File: src/rtl/hdmi_axis_video_out.sv
// AXI4-Stream to raster video front end for the HDMI output path.
// Pixels are buffered in a small first-word-fall-through FIFO, stream frames are
// locked to the free-running raster via tuser/tlast, and the registered
// hsync/vsync/de/pixel outputs feed the TMDS encoders.
module hdmi_axis_video_out #(
    parameter int                DATA_W     = 24,
    parameter int                FIFO_DEPTH = 16,
    parameter int                H_ACTIVE   = 1280,
    parameter int                H_FP       = 110,
    parameter int                H_SYNC     = 40,
    parameter int                H_BP       = 220,
    parameter int                V_ACTIVE   = 720,
    parameter int                V_FP       = 5,
    parameter int                V_SYNC     = 5,
    parameter int                V_BP       = 20,
    parameter bit                HS_POL     = 1'b1,
    parameter bit                VS_POL     = 1'b1,
    parameter logic [DATA_W-1:0] IDLE_COLOR = '0
) (
    input  logic              clk_pix,
    input  logic              reset,
    input  logic [DATA_W-1:0] s_axis_video_data,
    input  logic              s_axis_video_valid,
    output logic              s_axis_video_ready,
    input  logic              s_axis_video_last,
    input  logic              s_axis_video_user,
    input  logic              status_clr,
    output logic              hsync,
    output logic              vsync,
    output logic              de,
    output logic [DATA_W-1:0] vid_data,
    output logic              frame_locked,
    output logic              underflow,
    output logic              sof_err,
    output logic              eol_err
);

    localparam int H_TOTAL = H_ACTIVE + H_FP + H_SYNC + H_BP;
    localparam int V_TOTAL = V_ACTIVE + V_FP + V_SYNC + V_BP;
    localparam int HW      = $clog2(H_TOTAL);
    localparam int VW      = $clog2(V_TOTAL);
    localparam int AW      = $clog2(FIFO_DEPTH);
    localparam int BW      = DATA_W + 2;

    localparam logic [HW-1:0] H_ACT      = HW'(H_ACTIVE);
    localparam logic [HW-1:0] H_LAST_COL = HW'(H_ACTIVE - 1);
    localparam logic [HW-1:0] H_MAX      = HW'(H_TOTAL - 1);
    localparam logic [HW-1:0] HS_START   = HW'(H_ACTIVE + H_FP);
    localparam logic [HW-1:0] HS_END     = HW'(H_ACTIVE + H_FP + H_SYNC - 1);
    localparam logic [VW-1:0] V_ACT      = VW'(V_ACTIVE);
    localparam logic [VW-1:0] V_MAX      = VW'(V_TOTAL - 1);
    localparam logic [VW-1:0] VS_START   = VW'(V_ACTIVE + V_FP);
    localparam logic [VW-1:0] VS_END     = VW'(V_ACTIVE + V_FP + V_SYNC - 1);
    localparam logic [AW:0]   LEVEL_FULL = (AW + 1)'(FIFO_DEPTH);

    typedef enum logic [1:0] {
        SEEK  = 2'd0,
        ARMED = 2'd1,
        RUN   = 2'd2
    } state_t;

    state_t state;

    logic [HW-1:0] sx;
    logic [VW-1:0] sy;

    logic [BW-1:0] mem [FIFO_DEPTH];
    logic [AW-1:0] wr_ptr;
    logic [AW-1:0] rd_ptr;
    logic [AW:0]   level;

    logic              empty;
    logic              full;
    logic [BW-1:0]     head;
    logic              head_user;
    logic              head_last;
    logic [DATA_W-1:0] head_data;
    logic              active;
    logic              at_origin;
    logic              frame_end;
    logic              run_slot;
    logic              misplaced_sof;
    logic              flush;
    logic              pop;
    logic              push;
    logic              sof_set;
    logic              eol_set;

    assign empty     = (level == '0);
    assign full      = (level == LEVEL_FULL);
    assign head      = mem[rd_ptr];
    assign head_user = head[BW-1];
    assign head_last = head[BW-2];
    assign head_data = head[DATA_W-1:0];

    assign active    = (sx < H_ACT) && (sy < V_ACT);
    assign at_origin = (sx == '0) && (sy == '0);
    assign frame_end = (sx == H_MAX) && (sy == V_MAX);

    // A pixel slot that must be served from the FIFO while locked.
    assign run_slot      = (state == RUN) && active;
    // A start-of-frame beat at the head anywhere but the origin means the
    // stream and raster disagree; the beat is held for the next frame.
    assign misplaced_sof = head_user && !at_origin;
    assign flush         = run_slot && empty;
    assign pop           = run_slot && !empty && !misplaced_sof;
    assign sof_set       = run_slot && !empty && misplaced_sof;
    assign eol_set       = pop && (head_last != (sx == H_LAST_COL));

    // While seeking everything is accepted so stale beats drain; otherwise
    // backpressure purely on FIFO occupancy, ignoring a same-cycle pop.
    assign s_axis_video_ready = (state == SEEK) || !full;
    assign push = s_axis_video_valid && s_axis_video_ready && !flush
                  && ((state != SEEK) || s_axis_video_user);

    // Free-running raster position counters.
    always_ff @(posedge clk_pix or posedge reset) begin
        if (reset) begin
            sx <= '0;
            sy <= '0;
        end else if (sx == H_MAX) begin
            sx <= '0;
            sy <= (sy == V_MAX) ? '0 : sy + VW'(1);
        end else begin
            sx <= sx + HW'(1);
        end
    end

    // FIFO storage; contents need no reset since level gates every read.
    always_ff @(posedge clk_pix) begin
        if (push) begin
            mem[wr_ptr] <= {s_axis_video_user, s_axis_video_last, s_axis_video_data};
        end
    end

    // FIFO pointers and occupancy, with a single-cycle flush on underflow.
    always_ff @(posedge clk_pix or posedge reset) begin
        if (reset) begin
            wr_ptr <= '0;
            rd_ptr <= '0;
            level  <= '0;
        end else if (flush) begin
            wr_ptr <= '0;
            rd_ptr <= '0;
            level  <= '0;
        end else begin
            if (push) begin
                wr_ptr <= wr_ptr + AW'(1);
            end
            if (pop) begin
                rd_ptr <= rd_ptr + AW'(1);
            end
            case ({push, pop})
                2'b10:   level <= level + (AW + 1)'(1);
                2'b01:   level <= level - (AW + 1)'(1);
                default: level <= level;
            endcase
        end
    end

    // Lock state machine together with the registered video outputs.
    always_ff @(posedge clk_pix or posedge reset) begin
        if (reset) begin
            state        <= SEEK;
            frame_locked <= 1'b0;
            hsync        <= ~HS_POL;
            vsync        <= ~VS_POL;
            de           <= 1'b0;
            vid_data     <= '0;
        end else begin
            hsync <= ((sx >= HS_START) && (sx <= HS_END)) ? HS_POL : ~HS_POL;
            vsync <= ((sy >= VS_START) && (sy <= VS_END)) ? VS_POL : ~VS_POL;
            de    <= active;
            if (!active) begin
                vid_data <= '0;
            end else if (pop) begin
                vid_data <= head_data;
            end else begin
                vid_data <= IDLE_COLOR;
            end

            case (state)
                SEEK: begin
                    if (push) begin
                        state <= ARMED;
                    end
                end
                ARMED: begin
                    if (frame_end && !empty) begin
                        state        <= RUN;
                        frame_locked <= 1'b1;
                    end
                end
                RUN: begin
                    if (flush) begin
                        state        <= SEEK;
                        frame_locked <= 1'b0;
                    end else if (sof_set) begin
                        state        <= ARMED;
                        frame_locked <= 1'b0;
                    end
                end
                default: begin
                    state        <= SEEK;
                    frame_locked <= 1'b0;
                end
            endcase
        end
    end

    // Sticky error flags; a new error wins over a simultaneous clear.
    always_ff @(posedge clk_pix or posedge reset) begin
        if (reset) begin
            underflow <= 1'b0;
            sof_err   <= 1'b0;
            eol_err   <= 1'b0;
        end else begin
            underflow <= flush   ? 1'b1 : (status_clr ? 1'b0 : underflow);
            sof_err   <= sof_set ? 1'b1 : (status_clr ? 1'b0 : sof_err);
            eol_err   <= eol_set ? 1'b1 : (status_clr ? 1'b0 : eol_err);
        end
    end

endmodule
File: config.mk
export PLATFORM = sky130hd
export DESIGN_NAME = hdmi_axis_video_out
export DESIGN_NICKNAME = d
export VERILOG_FILES = /design/src/rtl/hdmi_axis_video_out.sv
export SDC_FILE = /design/constraint.sdc
export NUM_CORES = 1
export LEC_CHECK = 0
export CELL_PAD_IN_SITES_DETAIL_PLACEMENT = 1
export CELL_PAD_IN_SITES_GLOBAL_PLACEMENT = 1
export CORE_UTILIZATION = 40
export CTS_CLUSTER_SIZE = 8
export DETAILED_ROUTE_END_ITERATION = 8
export HOLD_SLACK_MARGIN = 0.03
export PLACE_DENSITY = 0.67
export SLEW_MARGIN = 20
export SYNTH_ARGS = -nofsm -noshare
export SYNTH_HDL_FRONTEND = slang
export SYNTH_SLANG_ARGS = --single-unit
File: constraint.sdc
create_clock -name clk_pix -period 3.2 [get_ports clk_pix]
set_input_delay 0.64 -clock clk_pix [delete_from_list [all_inputs] [get_ports clk_pix]]
set_output_delay 0.64 -clock clk_pix [all_outputs]
set_load 0.1 [all_outputs]
### Wires at chosen ports, followed through buffers

Drawn at 1 px/um.
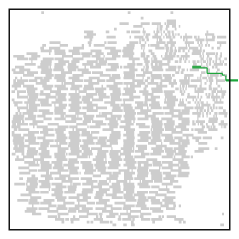
- green: `de` (bits 1; direction output; edge right; end cells 1; buffers 1; wire 38.1 um)
count of input and output buffers: 61
io pins: 62

### Wiring by layer

Drawn at 2 px/um. Two of the layers only.
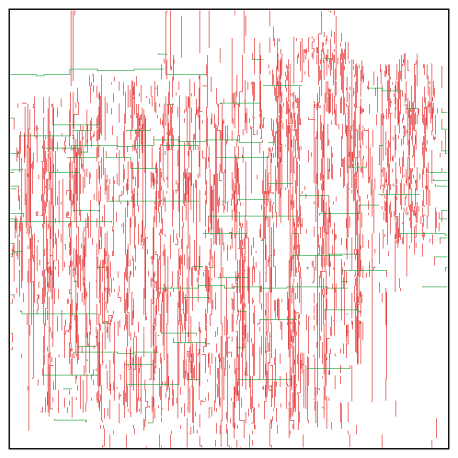
- green: met3 (wire length 1,420 um)
- red: met2 (wire length 20.5 mm)
GRT Util Overall: 17.9%
final WL: 41,000 um
via count: 8,944
DR WL/cell: 24.4 um

### Drive-strength map

Drawn at 2 px/um.
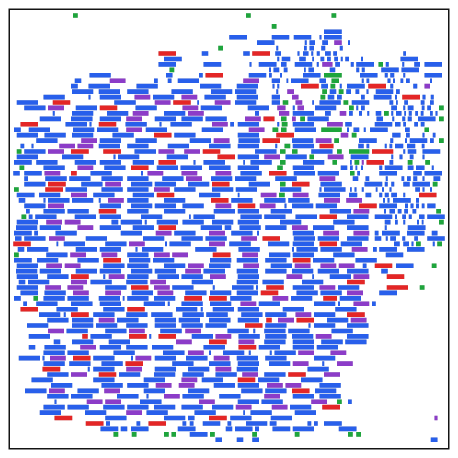
- blue: drive 1 or less (cells 786; share 73%)
- red: drive 6 and up (cells 79; share 7.3%)
- purple: drive 2 (cells 143; share 13%)
- green: drive 3 to 4 (cells 67; share 6.2%)
Layout area overhead: 18.3%
final worst setup slack: 0.364 ns

==> GITHUB_STEP_SUMMARY <==
## PnR job results

| Metric | Value |
|---|---|
| P per Cell Area | `702 nW/um2` |
| Reg2Reg Setup Slack | `0.36 ns` |
| H-tree depth | `3` |
| GR Overflow Total | `0` |
| Peak supply drop | `0.426 mV` |
| Fp_density | `40.5%` |
| TritonCTS Sinks | `483` |
| Worst Hold Class | `input pin to async pin` |
| Antenna-violating nets left | `0` |
| Log Warnings | `35` |
| DPL Wire Length | `23,300 um` |
| Worst slew pin tran | `1.03 ns` |
| CP required | `3.66 ns` |
| Startpoint Class | `register` |
| Post-CTS Setup Inserts | `0` |
| CTS tree | `yes` |
| Met3 GRT Util | `3.44%` |
| Warnings, synthesis | `0` |
| Antenna diodes | `0` |
| Grt met1 use | `23.8%` |
| Met3 routed WL | `1420 um` |
| Clk slew on worst S/H paths | `0.05 ns` |
| First-pass GRT wire length | `62,600 um` |
| CP endpoint kind | `register` |
| Drt drc | `0` |
| GPL Wtd Cong | `0.730` |
| Vias in the first global route | `9,902` |
| Net count after synthesis | `952` |
| Resized Gates After CTS | `0` |
| Max Freq | `353 MHz` |
| Synth flops | `483` |
| Max Slew Vio Count | `0` |
| Vias/cell | `5.32` |
| Gate Count Post-Synth | `908` |
| Yosys stat area | `18,800 um2` |
| Initial antenna violation count | `1` |
| CP max stage cell | `dfrtp_1` |
| Final setup fails | `0` |
| Top routing layer in use | `met4` |
| Fill cell count | `4,225` |
| CTS buffer count | `70` |
| Syn_area_per_cell | `20.7 um2` |
| Leakage | `7.31 nW` |
| Root Buffer | `clkbuf_16` |
| Slowest stage delay, CP | `0.43 ns` |
| DR WL met2 | `20,500 um` |
| Critical Path Fanout Max | `6` |
| Unique cell types | `47` |
| Buf+Inv Stages, Crit Path | `1` |
| Asr flop ratio synth | `13.9%` |
| Crit path DAT | `3.30 ns` |
| Final hold vios | `0` |
| Crit Path Class | `register to register` |
| Number of enable flip-flop cells | `416` |
| Largest net degree at the start of global routing | `54` |
| Layout cell share with drive strength beyond 1 | `26.9%` |
| Met2 global-route usage | `29.5%` |
| CTS Hold Bufs | `0` |
| Max-Cap Viols | `0` |
| Synth Seq Share | `75.2%` |
| Worst-path cell chain | `inv_1, ha_1, nor4b_1, nand3_1, nor2_1, o21bai_1, nor2_4, xor2_1, ha_2, o31a_1, nor4_1, a21oi_1, mux2_2` |
| Status | `complete, no violations` |
| GRT Max-Usage Layer | `met2` |
| Post-placement setup slack | `0.269 ns` |
| Clock Latency Late Sink | `0.60 ns` |
| Count of nets after finishing | `1,064` |
| RSZ-0062 raised after global routing | `no` |
| Period utilization | `88.6%` |
| Critical path's top delay family | `simple AND/OR/NAND/NOR gates` |
| Clock skew | `0.0213 ns` |
| Main flop type | `edfxtp_1` |
| Worst slew margin | `31.5%` |
| Final min period | `2.84 ns` |
| Max clock buf depth | `3` |
| Cell Area, Synth | `18,800 um2` |
| # Cells Yosys | `908` |
| Chip area | `47,900 um2` |
| Detailed Route Iter0 Violations | `707` |
### Ports around the boundary

Drawn at 2 px/um. Pins as bars across the die edge, other pins in grey.
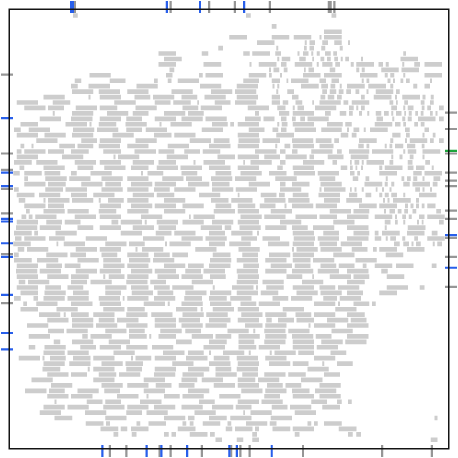
- green: `de` (pins 1; direction output; edge right)
- blue: `s_axis_video_data` (pins 24; direction input; edge 10 left, 7 bottom, 5 top, 2 right)
- all pins by edge: 18 bottom, 17 left, 14 right, 13 top
Die Height: 219 um
Die Wd: 219 um

### Cell outlines without signal wires

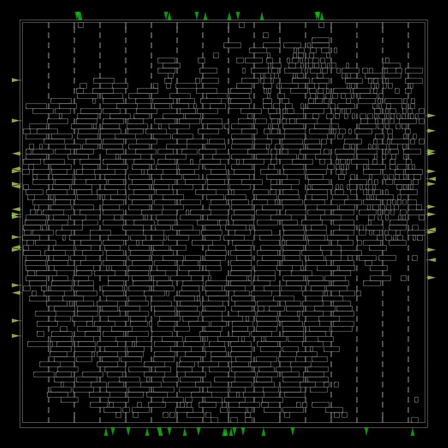
site row count: 79
tap cells: 607
flop share of the area: 63.6%
CORE AREA: 46,500 um2
Layout Utilization: 47.9%

[registers in the layout (all words and copies together), names as in the netlist, 2 cells and up]
signal	count
mem	416
sy	10
vid_data	24
sx	11
level	5
rd_ptr	4
wr_ptr	4
state	2
[power by group]
group	internal [W]	total [W]	switching [W]
combinational	0.000371	0.00105	0.000677
clock	0.00425	0.00694	0.00269
sequential	0.00745	0.00764	0.000192
[synthesized netlist by cell type, types with 2 or more instances]
master	instances	area [um2]
a21oi_1	11	55.1
a31oi_1	5	31.3
and2_1	38	238
and3_1	7	43.8
and4_1	4	35.0
buf_1	3	11.3
buf_2	11	55.1
clkbuf_1	26	97.6
dfrtp_1	67	1680
edfxtp_1	416	12500
ha_1	14	175
inv_1	11	41.3
mux2_2	2	22.5
mux2i_1	4	40.0
mux4_2	129	2910
nand2_1	23	86.3
nand2b_1	3	18.8
nand3_1	13	65.1
nand4_1	5	31.3
nor2_1	37	139
nor2b_1	3	18.8
nor3_1	4	20.0
nor4_1	3	18.8
nor4b_1	4	35.0
o21ai_0	17	85.1
o22ai_1	2	12.5
or3_1	7	43.8
xnor2_1	14	123
xor2_1	7	61.3
[through the flow]
stage	hold slack (ns)	cells	cell area, um2	setup TNS, ns	power [W]
after floorplan	0.477	908	18900	-287.60	0.00834
after global placement	0.527	1555	20200	0	0.00877
after detailed placement	0.547	1555	20200	0	0.00884
after CTS	0.461	1682	22300	0	0.0158
after global routing	0.500	1682	22300	0	0.0162
final	0.446	1682	22300	0	0.0156
[final timing paths]
kind | startpoint | end | depth (start not counted)
min in group clk_pix | sy[5] | vsync | 1
setup / recovery | sy[0] | level[4] | 13
hold / removal | reset | vid_data[23] | 2
hold reg to reg | sy[5] | vsync | 1
setup reg to reg | sy[0] | level[4] | 13
max in group asynchronous | reset | level[4] | 3
[layout by cell type, fill, tap and decap left out, types with 7 or more instances in the layout]
cell type,synthesis,final
clkbuf_16,0,71
and3_1,7,7
and2_1,38,26
nand3_1,13,13
inv_1,11,10
or3_1,7,7
buf_4,0,51
a21oi_1,11,11
xnor2_1,14,14
clkdlybuf4s50_1,0,29
and2_4,0,12
nand2_1,23,23
dfrtp_1,67,65
edfxtp_1,416,416
xor2_1,7,7
nor2_1,37,35
o21ai_0,17,17
ha_1,14,12
clkbuf_1,26,49
mux4_2,129,129
[area by class of cell]
class | count | area (um2) | area share [%]
clock buffer | 120 | 1960 | 8.80
inverter | 12 | 46.3 | 0.208
multi-input combinational | 372 | 4510 | 20.3
timing repair buffer | 81 | 693 | 3.11
clock inverter | 7 | 123 | 0.551
sequential | 483 | 14200 | 63.6
tap | 607 | 759 | 3.41
[kinds of logic (layout without fill, tap and decap cells)]
| logic type | Yosys count | count (layout) | synth area share (%) |
|---|---|---|---|
| AND/OR/NAND/NOR | 155 | 155 | 4.40 |
| flip-flops | 483 | 483 | 75.2 |
| buffers and inverters | 53 | 220 | 1.17 |
| XOR/XNOR | 21 | 21 | 0.977 |
| multiplexers | 135 | 135 | 15.8 |
| AND-OR/OR-AND | 47 | 47 | 1.52 |
| adder cells (fa/ha/maj) | 14 | 14 | 0.930 |
Power figures rest on the tool's default switching activity, not on a simulated workload.
